[src/rtl/conv_result_collector_pkg.sv]
// Shared definitions for the convolution result collector: FSM encoding,
// output-map geometry helpers and the write-time saturation function.
package conv_result_collector_pkg;

    typedef enum logic [1:0] {
        ST_IDLE    = 2'd0,
        ST_SKIP    = 2'd1,
        ST_COLLECT = 2'd2,
        ST_READOUT = 2'd3
    } state_e;

    localparam int unsigned WIDE_W = 64;

    function automatic int mapW(input int imgWidth);
        return imgWidth - 1;
    endfunction

    function automatic int mapH(input int imgHeight);
        return imgHeight - 1;
    endfunction

    function automatic int mapN(input int imgWidth, input int imgHeight);
        return (imgWidth - 1) * (imgHeight - 1);
    endfunction

    // Counter/address width able to hold values 0..n-1, never narrower than one bit.
    function automatic int idxWidth(input int n);
        return (n <= 2) ? 1 : $clog2(n);
    endfunction

    function automatic logic [WIDE_W-1:0] satClamp(input logic [WIDE_W-1:0] value,
                                                  input int unsigned   outW);
        logic [WIDE_W-1:0] maxVal;
        maxVal = (64'd1 << outW) - 64'd1;
        return (value > maxVal) ? maxVal : value;
    endfunction

endpackage

[src/rtl/conv_map_buffer.sv]
// Simple dual-port register array holding the output feature map, with a
// registered read port that forwards a same-cycle write to the same address.
module conv_map_buffer
    import conv_result_collector_pkg::*;
#(
    parameter int DEPTH = 9,
    parameter int WIDTH = 16,
    parameter int AW    = idxWidth(DEPTH)
) (
    input  logic             clk,
    input  logic             rst,
    input  logic             we_i,
    input  logic [AW-1:0]    waddr_i,
    input  logic [WIDTH-1:0] wdata_i,
    input  logic             re_i,
    input  logic [AW-1:0]    raddr_i,
    output logic [WIDTH-1:0] rdata_o
);

    logic [WIDTH-1:0] mem [0:DEPTH-1];
    logic [WIDTH-1:0] rdata_q;

    always_ff @(posedge clk) begin
        if (we_i) begin
            mem[waddr_i] <= wdata_i;
        end
    end

    // A one-word map is written and read on the same edge, hence the bypass.
    always_ff @(posedge clk) begin
        if (!rst) begin
            rdata_q <= '0;
        end else if (re_i) begin
            rdata_q <= (we_i && (waddr_i == raddr_i)) ? wdata_i : mem[raddr_i];
        end
    end

    assign rdata_o = rdata_q;

endmodule

[src/rtl/conv_result_collector.sv]
// Collects the valid 2x2 convolution outputs into a map buffer and replays them
// over valid/ready. Define CONV_COLLECT_SAT_EN to saturate instead of truncate.
module conv_result_collector
    import conv_result_collector_pkg::*;
#(
    parameter int IN_W       = 21,
    parameter int OUT_W      = 16,
    parameter int IMG_WIDTH  = 4,
    parameter int IMG_HEIGHT = 4,
    parameter int SKIP_FIRST = 2
) (
    input  logic             clk,
    input  logic             rst,
    input  logic             start,
    input  logic             in_valid,
    input  logic [IN_W-1:0]  in_data,
    output logic             out_valid,
    input  logic             out_ready,
    output logic [OUT_W-1:0] out_data,
    output logic             out_last,
    output logic             busy,
    output logic             overrun
);

    localparam int OW        = mapW(IMG_WIDTH);
    localparam int OH        = mapH(IMG_HEIGHT);
    localparam int N         = mapN(IMG_WIDTH, IMG_HEIGHT);
    localparam int AW        = idxWidth(N);
    localparam int CW        = idxWidth(IMG_WIDTH);
    localparam int RW        = idxWidth(OH);
    localparam int SW        = idxWidth((SKIP_FIRST > 0) ? SKIP_FIRST : 1);
    localparam int SKIP_LAST = (SKIP_FIRST > 0) ? SKIP_FIRST - 1 : 0;

    state_e            state_q;
    logic [SW-1:0]     skip_cnt_q;
    logic [CW-1:0]     col_q;
    logic [RW-1:0]     row_q;
    logic [AW-1:0]     wr_ptr_q;
    logic [AW-1:0]     rd_ptr_q;
    logic              out_valid_q;
    logic              out_last_q;
    logic              busy_q;
    logic              overrun_q;

    logic              storeBeat;
    logic              lastStore;
    logic              handshake;
    logic              lastWord;
    logic              bufRe;
    logic [AW-1:0]     bufRaddr;
    logic [WIDE_W-1:0] wide_d;
    logic [OUT_W-1:0]  wdata_d;
    logic              unused_wide;

    assign storeBeat = (state_q == ST_COLLECT) && in_valid && (col_q != CW'(IMG_WIDTH - 1));
    assign lastStore = storeBeat && (col_q == CW'(OW - 1)) && (row_q == RW'(OH - 1));
    assign handshake = (state_q == ST_READOUT) && out_valid_q && out_ready;
    assign lastWord  = (rd_ptr_q == AW'(N - 1));

    // The first word is fetched on the final store so it is ready the next cycle.
    assign bufRe    = lastStore || (handshake && !lastWord);
    assign bufRaddr = lastStore ? '0 : rd_ptr_q + AW'(1);

`ifdef CONV_COLLECT_SAT_EN
    assign wide_d = satClamp(WIDE_W'(in_data), OUT_W);
`else
    assign wide_d = WIDE_W'(in_data);
`endif
    assign wdata_d     = wide_d[OUT_W-1:0];
    assign unused_wide = ^wide_d;

    conv_map_buffer #(
        .DEPTH (N),
        .WIDTH (OUT_W),
        .AW    (AW)
    ) u_buffer (
        .clk     (clk),
        .rst     (rst),
        .we_i    (rst && storeBeat),
        .waddr_i (wr_ptr_q),
        .wdata_i (wdata_d),
        .re_i    (bufRe),
        .raddr_i (bufRaddr),
        .rdata_o (out_data)
    );

    always_ff @(posedge clk) begin
        if (!rst) begin
            state_q     <= ST_IDLE;
            skip_cnt_q  <= '0;
            col_q       <= '0;
            row_q       <= '0;
            wr_ptr_q    <= '0;
            rd_ptr_q    <= '0;
            out_valid_q <= 1'b0;
            out_last_q  <= 1'b0;
            busy_q      <= 1'b0;
            overrun_q   <= 1'b0;
        end else begin
            case (state_q)
                ST_IDLE: begin
                    if (start) begin
                        skip_cnt_q <= '0;
                        col_q      <= '0;
                        row_q      <= '0;
                        wr_ptr_q   <= '0;
                        rd_ptr_q   <= '0;
                        overrun_q  <= 1'b0;
                        busy_q     <= 1'b1;
                        state_q    <= (SKIP_FIRST > 0) ? ST_SKIP : ST_COLLECT;
                    end
                end
                ST_SKIP: begin
                    if (in_valid) begin
                        skip_cnt_q <= skip_cnt_q + SW'(1);
                        if (skip_cnt_q == SW'(SKIP_LAST)) begin
                            state_q <= ST_COLLECT;
                        end
                    end
                end
                ST_COLLECT: begin
                    // The last column position straddles two image rows and is dropped.
                    if (in_valid) begin
                        if (col_q == CW'(IMG_WIDTH - 1)) begin
                            col_q <= '0;
                            row_q <= row_q + RW'(1);
                        end else begin
                            wr_ptr_q <= wr_ptr_q + AW'(1);
                            if (lastStore) begin
                                state_q     <= ST_READOUT;
                                rd_ptr_q    <= '0;
                                out_valid_q <= 1'b1;
                                out_last_q  <= (N == 1);
                            end else begin
                                col_q <= col_q + CW'(1);
                            end
                        end
                    end
                end
                ST_READOUT: begin
                    if (in_valid) begin
                        overrun_q <= 1'b1;
                    end
                    if (handshake) begin
                        if (lastWord) begin
                            state_q     <= ST_IDLE;
                            out_valid_q <= 1'b0;
                            out_last_q  <= 1'b0;
                            busy_q      <= 1'b0;
                        end else begin
                            rd_ptr_q   <= rd_ptr_q + AW'(1);
                            out_last_q <= (rd_ptr_q == AW'(N - 2));
                        end
                    end
                end
                default: state_q <= ST_IDLE;
            endcase
        end
    end

    assign out_valid = out_valid_q;
    assign out_last  = out_last_q;
    assign busy      = busy_q;
    assign overrun   = overrun_q;

endmodule

[config.mk]
export PLATFORM = sky130hd
export DESIGN_NAME = conv_result_collector
export DESIGN_NICKNAME = d
export VERILOG_FILES = /design/src/rtl/conv_result_collector_pkg.sv /design/src/rtl/conv_map_buffer.sv /design/src/rtl/conv_result_collector.sv
export SDC_FILE = /design/constraint.sdc
export NUM_CORES = 1
export LEC_CHECK = 0
export ABC_AREA = 1
export CAP_MARGIN = 15
export CORE_MARGIN = 3
export CORE_UTILIZATION = 63
export CTS_CLUSTER_SIZE = 12
export DETAILED_ROUTE_END_ITERATION = 7
export HOLD_SLACK_MARGIN = 0.1
export PLACE_DENSITY_LB_ADDON = 0.08
export SYNTH_ARGS = -nofsm -noshare
export SYNTH_HDL_FRONTEND = slang
export SYNTH_SLANG_ARGS = --single-unit
export TNS_END_PERCENT = 10
[constraint.sdc]
create_clock -name clk -period 6.8 [get_ports clk]
set_input_delay 1.36 -clock clk [delete_from_list [all_inputs] [get_ports clk]]
set_output_delay 1.36 -clock clk [all_outputs]
set_load 0.1 [all_outputs]
final_congestion.png
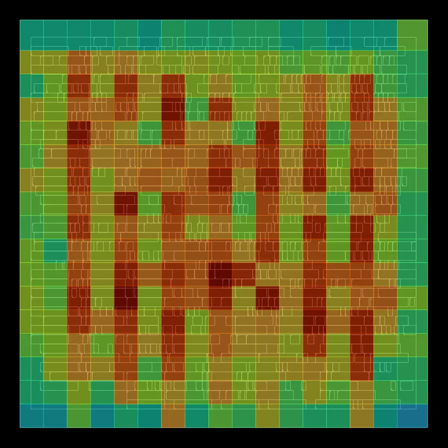
met3 Use GR: 5.60%
Tot GR Track Use: 27.1%
Final Util: 75.2%

met3.png
(2 px per um)
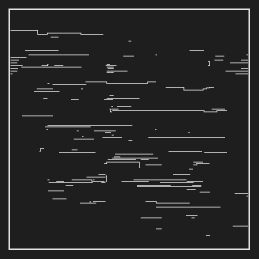
main direction = horizontal
nets with wire on the layer = 65
share of all routed wire = 5.8%
wire length on this layer = 1080 um
Total Wirelength: 18700 um
DR vias: 5860

gate_families.png
(4 px per um)
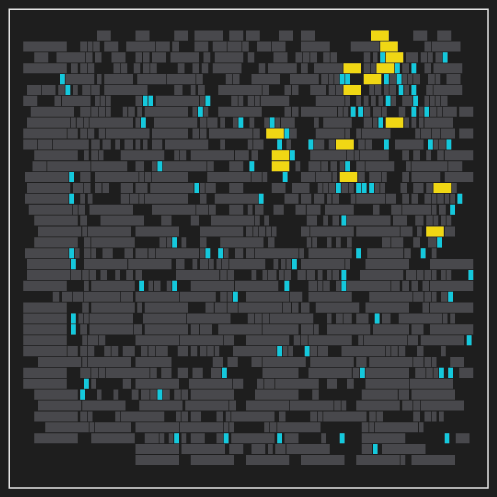
yellow -> adder and majority cells  # cells 15, where north-east
cyan -> inverters  # cells 84, where widely spread
post-route insts no fill: 1004
most used logic cell in the final layout: edfxtp_1
logic share of the area: 28.1%

met2.png
(2 px per um) Cells faint in the background.
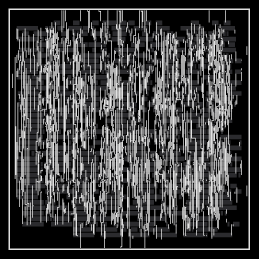
share of all routed wire = 51%
wire length on this layer = 9620 um
main direction = vertical
met2 Use GR: 47.2%

drive_strength.png
(4 px per um)
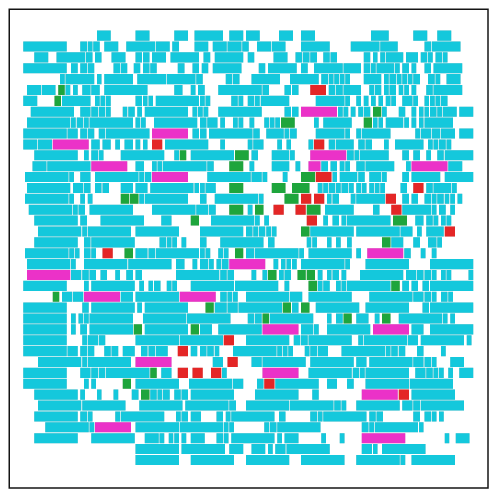
cyan -> drive 1 or less  # cells 753, share 90%
magenta -> drive 6 and up  # cells 20, share 2.4%
green -> drive 2  # cells 41, share 4.9%
red -> drive 3 to 4  # cells 22, share 2.6%
fin area: 9220 um2
worst setup margin: 2.16 ns
Layout area overhead: 14.0%

==> Changelog: implementation <==
## Flow update

* Outcome: complete, no violations
* Final Hold Vio Count at 0
* CTS Buf Count at 17
* Fraction of the yosys area taken by sequential cells at between 60% and 70%
* Hold buffer count at cts at 0
* Tool warnings at 41
* MUX share of area at 0%
* Die Ht at 119 um
* FA/HA/MAJ Cells, Area Fraction at under 10%
* PwrDens at ~290 nW/um2
* Comb power frac at roughly 18%
* Clock Sinks at around 180
* Fmax at around 220 MHz
* Core area at 12300 um2
* Part of the power in the clock network at 35.6%
* Dpl hpwl at around 11000 um
* DR iter-0 viols at about 500
* H-tree depth at 4
* I/O pins at 46
* Max Buffers Root-to-Sink at 2
* P_sw at 0.767 mW
* Final tally of setup violations at 0
* Slew Viols, Final at 0
* I/O Buffers at 40
* Post-Syn Area at 8090 um2
* Row count at ~40
* Startpoint types: input pin
* Sw Share at 29.0%
* Residual DRC at 0
* GRT overflow at 0
* Ys Warns at 0
* TritonCTS clock tree: done
* Cycle use final at 68.2%
* YS chip area at 8090 um2
* Slew HR at 31.0%
* Dominant logic cell types in the final layout: edfxtp_1, nand2_1, nand3_1
* Syn_nets at 831
* Met1 usage at 33.5%
* Fill cell count at between 800 and 900
* Setup TNS at 0 ns
* Worst min path class: reg2reg
* Vias in the first global route at 5808
* Clock transition at path regs at around 0.06 ns
* CP max FO at 51
* Peak VDD IR at between 200 and 250 uV
* Layout cell share with drive strength beyond 1 at 9.93%
* Antenna cell count at 0
* Placed Instance Area at 8650 um2
* Fp_density at between 60% and 70%
* Distinct cells, synth at 30
* Post-route ant nets at 0
* First-pass GRT wire length at 29600 um
* Comb area leader: simple AND/OR/NAND/NOR gates
* CP required at a little over 7 ns
* Vias per cell at 5.84
* Slew @ Worst Pin at 1.03 ns
* Final net count at 864
* Die Size at approximately 14000 um2
* Crit path time final at 4.64 ns
* Die W at around 120 um
* Hold path cells at 2
* Cts repair resizes at 0
* Mean post-synth cell area at between 10 and 15 um2
* Registers, synthesis at 179
* Latest clock arrival within the worst-skew pair at roughly 0.43 ns
* P_leak at 3.53 nW
* Synth Flop Type: edfxtp_1
* Data arrival time of the critical path at 4.93 ns
* And+or+nand+nor area frac at 20.8%
* Power share of the sequential group at between 40% and 50%
* GP Congestion at 0.867
* Critical Path End Type: register
* Setup bufs post-CTS at 0
* Internal power at 1.88 mW
* Pin count of the biggest net entering global routing at about 68
* Crit path kind: in2reg
* Post-synth ARST share at 0%
* Max-cap viol count at 0
* Area fraction in xor and xnor cells at 0.108%
* Number of antenna violations at the first check in global routing at 0
* Clock Skew at between 0.009 and 0.01 ns
* Reg2reg path depth at 10
* 1st-pass router iterations at 6
* Cells after Synth at 790
* RSZ-0062 raised after global routing: no
* GRT busiest layer: met2
* AO/OA Area Share at under 10%
* CTS root buffer: clkbuf_16
* Mean routed wirelength per cell at 18.6 um
* Ys cells at a little under 800
* EDFF count, synth at 144
## critical path, stage by stage
cell and delay, ns:
clkdlybuf4s50_1 0.50, nand2_1 0.12, nor2_2 0.05, nand2_2 0.47
buf_4 0.44, nand2_1 0.12, buf_4 0.34, nand2_1 0.14
nand3_2 0.10, nor2_4 0.42, nand2_2 0.29, or2_2 0.35
nand2_1 0.11, a21oi_1 0.07
## synthesized netlist by cell type (4+ instances only)
library cell / instances / area share [%]
nor3_1: 10 / 0.62
ha_1: 15 / 2.3
clkbuf_1: 24 / 1.1
buf_2: 7 / 0.43
nand3_1: 88 / 5.4
a21oi_1: 51 / 3.2
o2111ai_1: 16 / 1.7
inv_1: 82 / 3.8
or2_2: 20 / 1.5
buf_4: 8 / 0.74
nand4_1: 4 / 0.31
dfxtp_1: 35 / 8.7
nor2_1: 72 / 3.3
nand3b_1: 31 / 2.9
o21ai_0: 47 / 2.9
or2_0: 10 / 0.77
nand2_1: 109 / 5.1
edfxtp_1: 144 / 53
## final timing paths
check / start / endpoint / slack [ns]
worst max-delay path: in_valid / u_buffer.rdata_o[2]$_SDFFE_PN0P_ / 2.16
worst min-delay path: skip_cnt_q$_SDFFE_PN0P_ / skip_cnt_q$_SDFFE_PN0P_ / 0.45
worst max register to register: rd_ptr_q[0]$_SDFFE_PN0P_ / u_buffer.rdata_o[2]$_SDFFE_PN0P_ / 2.77
worst min register to register: skip_cnt_q$_SDFFE_PN0P_ / skip_cnt_q$_SDFFE_PN0P_ / 0.45
## cells by family after synthesis
kind of cell | Yosys count
adders and majority gates | 15
AOI/OAI and AO/OA | 118
buffers and inverters | 125
xor gates and xnor gates | 1
DFF | 179
and+or+nand+nor | 352
## metal layers
layer | vias up | wire, um
met2 | 209 | 9620
met1 | 2836 | 7590
li1 | 2784 | -
met3 | 31 | 1080
met4 | 0 | 397
met5 | - | 0
## power by group through the flow
| stage | registers, mW | clock network (mW) | logic [mW] |
|---|---|---|---|
| 2_1_floorplan | 1.31 | 0 | 0.278 |
| 3_3_place_gp | 1.25 | 0 | 0.449 |
| 3_5_place_dp | 1.25 | 0 | 0.464 |
| 4_1_cts | 1.23 | 0.948 | 0.470 |
| 5_1_grt | 1.24 | 0.997 | 0.521 |
| 6_report | 1.23 | 0.941 | 0.470 |
## metrics by stage
stage	setup WS [ns]	cells	total power [mW]	hold WS (ns)	utilization, %
final	2.16	1004	2.64	0.446	75.2
after global routing	1.89	1004	2.75	0.461	75.2
after CTS	2.20	1004	2.65	0.449	75.2
after detailed placement	1.75	972	1.72	0.440	70.5
after global placement	1.89	972	1.70	0.438	70.5
after floorplan	2.89	790	1.59	0.423	-
## state kept, by name (all words and copies together), names as in the netlist, 2 cells and up
register,flops
u_buffer.rdata_o,16
col_q,2
state_q,2
wr_ptr_q,4
row_q,2
u_buffer.mem,144
rd_ptr_q,4
## final cells by class
cell class / count / area [um2] / share of cell area, %
sequential: 179 / 5020 / 54.5
tap: 168 / 210 / 2.28
multi-input combinational: 486 / 2590 / 28.1
timing repair buffer: 55 / 513 / 5.57
clock inverter: 15 / 140 / 1.52
inverter: 84 / 315 / 3.42
clock buffer: 17 / 425 / 4.62
Power and IR drop assume default switching activity.
